--- config.mk ---
export PLATFORM = sky130hd
export DESIGN_NAME = sram_mem_controller
export DESIGN_NICKNAME = d
export VERILOG_FILES = /design/src/rtl/arm_mem_pkg.sv /design/src/rtl/sram_read_cache.sv /design/src/rtl/sram_mem_controller.sv
export SDC_FILE = /design/constraint.sdc
export NUM_CORES = 1
export LEC_CHECK = 0
export CAP_MARGIN = 0
export CORE_ASPECT_RATIO = 1.75
export CORE_MARGIN = 2
export CORE_UTILIZATION = 43
export DETAILED_ROUTE_END_ITERATION = 10
export PLACE_DENSITY = 0.92
export SLEW_MARGIN = 15
export SYNTH_ARGS = -nofsm -noshare
export SYNTH_HDL_FRONTEND = slang
export SYNTH_SLANG_ARGS = --single-unit
--- constraint.sdc ---
create_clock -name clk -period 2 [get_ports clk]
set_input_delay 0.3 -clock clk [delete_from_list [all_inputs] [get_ports clk]]
set_output_delay 0.3 -clock clk [all_outputs]
set_load 0.02 [all_outputs]
--- src/rtl/arm_mem_pkg.sv ---
// Shared types and constants for the MEM-stage SRAM controller and its address decoder.
package arm_mem_pkg;

    typedef enum logic [1:0] {
        ST_IDLE,
        ST_ACC_LO,
        ST_ACC_HI,
        ST_DONE
    } state_e;

    localparam int          SRAM_ADDR_W = 18;
    localparam int          SRAM_DATA_W = 16;
    localparam int          WORD_W      = SRAM_ADDR_W - 1;
    localparam int unsigned BASE_ADDR   = 1024;

    // Pipeline byte address -> 17-bit SRAM word index (the halfword select is appended later).
    function automatic logic [WORD_W-1:0] word_of(input logic [31:0] addr, input logic [31:0] base);
        logic [31:0] off;
        off = addr - base;
        return off[WORD_W+1:2];
    endfunction

endpackage

--- src/rtl/sram_read_cache.sv ---
// One-entry read cache for sram_mem_controller; only compiled when SRAM_CTRL_RD_CACHE_EN is defined.
`ifdef SRAM_CTRL_RD_CACHE_EN
module sram_read_cache
    import arm_mem_pkg::*;
(
    input  logic              clk_i,
    input  logic              rst_i,
    input  logic [WORD_W-1:0] lookup_word_i,
    output logic              hit_o,
    output logic [31:0]       data_o,
    input  logic              upd_i,
    input  logic              upd_wr_i,
    input  logic [WORD_W-1:0] upd_word_i,
    input  logic [31:0]       upd_data_i
);

    logic              valid_q;
    logic [WORD_W-1:0] tag_q;
    logic [31:0]       data_q;

    // Reads refill unconditionally; writes only keep a matching entry coherent.
    always_ff @(posedge clk_i) begin
        if (rst_i) begin
            valid_q <= 1'b0;
            tag_q   <= '0;
            data_q  <= '0;
        end else if (upd_i) begin
            if (!upd_wr_i) begin
                valid_q <= 1'b1;
                tag_q   <= upd_word_i;
                data_q  <= upd_data_i;
            end else if (valid_q && tag_q == upd_word_i) begin
                data_q  <= upd_data_i;
            end
        end
    end

    assign hit_o  = valid_q && (tag_q == lookup_word_i);
    assign data_o = data_q;

endmodule
`endif

--- src/rtl/sram_mem_controller.sv ---
// MEM-stage responder: one 32-bit access done as two held 16-bit SRAM accesses.
// Optional one-entry read cache enabled by defining SRAM_CTRL_RD_CACHE_EN.
module sram_mem_controller
    import arm_mem_pkg::*;
#(
    parameter int          BIT_NUMBER = 32,
    parameter int          SRAM_WAIT  = 3,
    parameter int unsigned BASE_ADDR  = arm_mem_pkg::BASE_ADDR
) (
    input  logic                   clk,
    input  logic                   rst,
    input  logic                   wr_en,
    input  logic                   rd_en,
    input  logic [BIT_NUMBER-1:0]  address,
    input  logic [BIT_NUMBER-1:0]  write_data,
    output logic [BIT_NUMBER-1:0]  read_data,
    output logic                   ready,
    output logic [SRAM_ADDR_W-1:0] sram_addr,
    input  logic [SRAM_DATA_W-1:0] sram_dq_in,
    output logic [SRAM_DATA_W-1:0] sram_dq_out,
    output logic                   sram_dq_oe,
    output logic                   sram_we_n
);

    localparam logic [3:0] LAST_CNT = 4'(SRAM_WAIT - 1);

    state_e                  state_q, state_d;
    logic [3:0]              cnt_q, cnt_d;
    logic [WORD_W-1:0]       word_q;
    logic [BIT_NUMBER-1:0]   wdata_q, rdata_q;
    logic                    wr_q;
    logic                    req, hit, last, hi_half, accept;
    logic [WORD_W-1:0]       req_word;

    assign req      = rd_en | wr_en;
    assign last     = (cnt_q == LAST_CNT);
    assign hi_half  = (state_q == ST_ACC_HI);
    assign req_word = word_of(address, BASE_ADDR);
    assign accept   = (state_q == ST_IDLE) && req && !hit;

`ifdef SRAM_CTRL_RD_CACHE_EN
    logic                  c_hit;
    logic [BIT_NUMBER-1:0] c_data;

    sram_read_cache u_cache (
        .clk_i         (clk),
        .rst_i         (rst),
        .lookup_word_i (req_word),
        .hit_o         (c_hit),
        .data_o        (c_data),
        .upd_i         (state_q == ST_DONE),
        .upd_wr_i      (wr_q),
        .upd_word_i    (word_q),
        .upd_data_i    (wr_q ? wdata_q : rdata_q)
    );

    assign hit       = (state_q == ST_IDLE) && rd_en && !wr_en && c_hit;
    assign read_data = hit ? c_data : rdata_q;
`else
    assign hit       = 1'b0;
    assign read_data = rdata_q;
`endif

    always_ff @(posedge clk) begin
        if (rst) begin
            state_q <= ST_IDLE;
            cnt_q   <= '0;
        end else begin
            state_q <= state_d;
            cnt_q   <= cnt_d;
        end
    end

    // A cache hit lands in rdata_q so the value holds after the request drops.
    always_ff @(posedge clk) begin
        if (rst) begin
            word_q  <= '0;
            wdata_q <= '0;
            wr_q    <= 1'b0;
            rdata_q <= '0;
        end else begin
            if (accept) begin
                word_q  <= req_word;
                wdata_q <= write_data;
                wr_q    <= wr_en;
            end
            if (hit)
                rdata_q <= read_data;
            if (!wr_q && last && state_q == ST_ACC_LO)
                rdata_q[SRAM_DATA_W-1:0] <= sram_dq_in;
            if (!wr_q && last && state_q == ST_ACC_HI)
                rdata_q[BIT_NUMBER-1:SRAM_DATA_W] <= sram_dq_in;
        end
    end

    always_comb begin
        state_d = state_q;
        cnt_d   = cnt_q + 4'd1;
        unique case (state_q)
            ST_IDLE: begin
                cnt_d = '0;
                if (accept) state_d = ST_ACC_LO;
            end
            ST_ACC_LO: if (last) begin
                state_d = ST_ACC_HI;
                cnt_d   = '0;
            end
            ST_ACC_HI: if (last) begin
                state_d = ST_DONE;
                cnt_d   = '0;
            end
            ST_DONE: begin
                state_d = ST_IDLE;
                cnt_d   = '0;
            end
        endcase
    end

    // Write strobe drops on the final phase cycle so it ends before the address moves.
    always_comb begin
        sram_addr   = '0;
        sram_dq_out = '0;
        sram_dq_oe  = 1'b0;
        sram_we_n   = 1'b1;
        ready       = 1'b0;
        unique case (state_q)
            ST_IDLE: ready = !req || hit;
            ST_ACC_LO, ST_ACC_HI: begin
                sram_addr = {word_q, hi_half};
                if (wr_q) begin
                    sram_dq_oe  = 1'b1;
                    sram_dq_out = hi_half ? wdata_q[BIT_NUMBER-1:SRAM_DATA_W]
                                          : wdata_q[SRAM_DATA_W-1:0];
                    sram_we_n   = last;
                end
            end
            ST_DONE: ready = 1'b1;
        endcase
    end

endmodule

Gate families picked out:
Scale: 3 px per um.
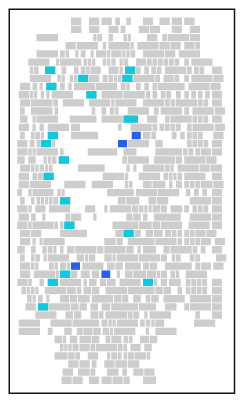
legend:
  cyan:
    family: multiplexers
    cells: 18
    most_used: mux2i_1
  blue:
    family: XOR/XNOR gates
    cells: 4
    where: middle

Metal 1:
Scale: 3 px per um.
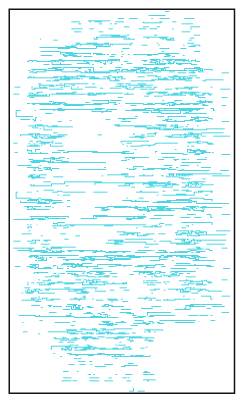
nets with wire on the layer: 620
wire length on this layer: 3,990 um
share of all routed wire: 35%

==> flow_summary.rst <==
Physical design figures
=======================

.. list-table::
   :header-rows: 1

   * - Metric
     - Value
   * - Pin count of the biggest net entering global routing
     - 45
   * - Share of final-layout standard cells stronger than drive strength 1
     - 15.9%
   * - Synth Instances
     - 470
   * - Filler cell count in the final layout
     - 688
   * - Overall Power
     - 6500 uW
   * - Total die area
     - 9510 um^2
   * - Mapped Nets
     - 562
   * - Highest Signal Layer
     - met4
   * - Req. time, crit path
     - 1.70 ns
   * - Post-Syn Area
     - 3750 um^2
   * - Top cell excl fill/tap
     - clkdlybuf4s50_1
   * - Clock-pin slew on the worst setup and hold paths
     - 0.06 ns
   * - Cells in synth_stat.txt
     - 470
   * - Slowest cell on the critical path
     - dfxtp_4
   * - Non-clock buffering overhead in the final layout
     - 28.7%
   * - Area fraction in full adders, half adders and majority gates
     - 2.67%
   * - Crit end category
     - primary output
   * - Slowest stage delay, CP
     - 0.38 ns
   * - Final period util
     - 95.9%
   * - Count of unique library cells instantiated by Yosys
     - 33
   * - Type of the worst setup path
     - reg2out
   * - Combined area of the multi-input logic cells
     - 1880 um^2
   * - Seq_cells
     - 88
   * - Slew of the pin with the lowest slew margin
     - 0.684 ns
   * - Final setup viols
     - 0
   * - Minimum clock period
     - 1.92 ns
   * - Tap Count
     - 117
   * - Final total negative setup slack
     - 0 ns
   * - Number of antenna violations at the first check in global routing
     - 0
   * - Total number of vias
     - 3,942
   * - Count of final hold-check violations
     - 0
   * - Post-layout instance count excluding filler cells
     - 738
   * - Number of logic inverters in the finished layout
     - 6
   * - Drt total wl
     - 11,400 um
   * - Internal power summed over all cells
     - 4090 uW
   * - Core box area
     - 8560 um^2
   * - Top cell area share
     - 47.0%
   * - Total routing resource utilization after global routing
     - 23.7%
   * - Sequential cell fraction of total power
     - 33.4%
   * - Dominant kind of cell
     - logic gates
   * - Buffer-and-inverter tally for the worst setup path
     - 3
   * - Most frequent cells in the layout
     - clkdlybuf4s50_1, dfxtp_1, nand2_1, a21oi_1, nand3_1
   * - Number of clock sinks
     - 88
   * - Clock latency on the worst-skew pair
     - 0.34 ns
   * - Startpoint of the worst-slack reg-to-reg timing path
     - state_q[0]
   * - Final HPWL from detailed placement
     - 7990 um
   * - Synthesis-to-layout area growth
     - 53.1%
   * - Post-synth ARST share
     - 0%
   * - Worst Setup EP
     - sram_dq_out[12]
   * - Buffers on Ports
     - 137
   * - Result of the run
     - finished clean
   * - Number of optimization iterations in the first detailed-route pass
     - 6
   * - Flip-flops with a built-in enable
     - 0
   * - Arrival time of the worst setup path
     - 1.62 ns
   * - Proportion of synthesized chip area in sequential cells
     - 47.0%
   * - Met2 WL
     - 6400 um
   * - Logic gate share of total power
     - 42.2%
   * - Total length of routed met3 wires
     - 514 um
   * - VDD IR-drop max
     - 0.733 mV
   * - Count of H-tree levels built during CTS
     - 3
   * - Maximum clock frequency
     - 0.522 GHz
   * - CTS tree
     - yes
   * - Final Util
     - 67.0%
   * - Placed Cells
     - 715
   * - Max-cap violations
     - 0
   * - Slack of the worst reg-to-reg path
     - 0.14 ns
   * - Count leader, synth
     - dfxtp_1
   * - Busiest metal layer after global routing
     - met2
   * - Setup clock skew after layout
     - 0.00862 ns
   * - Non-clock buffer instance count of the final layout
     - 172
   * - Min-delay src
     - rst
   * - Met1 track demand over resource in global routing
     - 23.9%
   * - Vias in the first global route
     - 3,899
   * - Net switching power figure
     - 2400 uW
   * - Dominant register cell in the synthesized netlist
     - dfxtp_1
   * - Final non-filler cell area
     - 5740 um^2
   * - Dominant kind of combinational cell
     - simple AND/OR/NAND/NOR gates
   * - Clock network area share
     - 4.91%
   * - WHS
     - 0.240 ns
   * - Timing startpoint of the critical path
     - state_q[1]
   * - Count of warnings emitted by yosys
     - 0
   * - Total power per unit cell area
     - 1130 nW/um^2
   * - Number of stages on the worst setup path
     - 6
   * - Total CTS buffers
     - 9
   * - Cell-by-cell trace of the critical path
     - inv_2 > ha_4 > nand2_4 > clkbuf_16 > nor2_1 > buf_2
Sequential cells colored by netlist name:
Scale: 4 px per um.
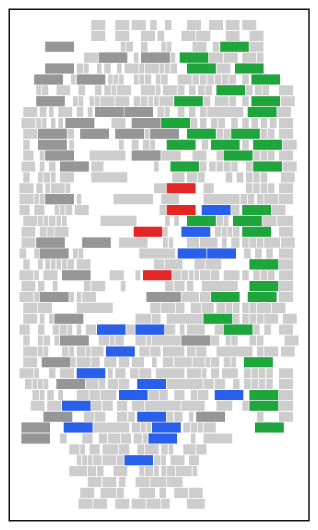
legend:
  red:
    netlist_name: `cnt_q`
    flops: 4
    where: middle
  blue:
    netlist_name: `word_q`
    flops: 17
  green:
    netlist_name: `read_data`
    flops: 32
not colored: 35
sequential fraction of total cell area: 30.8%
combined flip-flop and latch cell area: 1770 um^2
total sequential power: 2170 uW

==> sequential cells by signal, indices dropped and copies added (netlist names) <==
| name | cells |
|---|---|
| cnt_q | 4 |
| read_data | 32 |
| state_q | 2 |
| wdata_q | 32 |
| word_q | 17 |
| wr_q | 1 |
==> repair_timing <==
item,4_1_cts,5_1_grt
cloned,1,2
endpoints found under the setup margin,47,32
gates resized,139,14
setup buffers,2,2
==> power groups by stage <==
stage / clock, uW / combinational, uW / sequential [uW]
3_3_place_gp: 0 / 2370 / 2170
3_5_place_dp: 0 / 2450 / 2190
5_1_grt: 1690 / 2960 / 2200
4_1_cts: 1600 / 2530 / 2160
6_report: 1590 / 2740 / 2170
2_1_floorplan: 0 / 1430 / 2170
Power figures rest on the tool's default switching activity, not on a simulated workload.
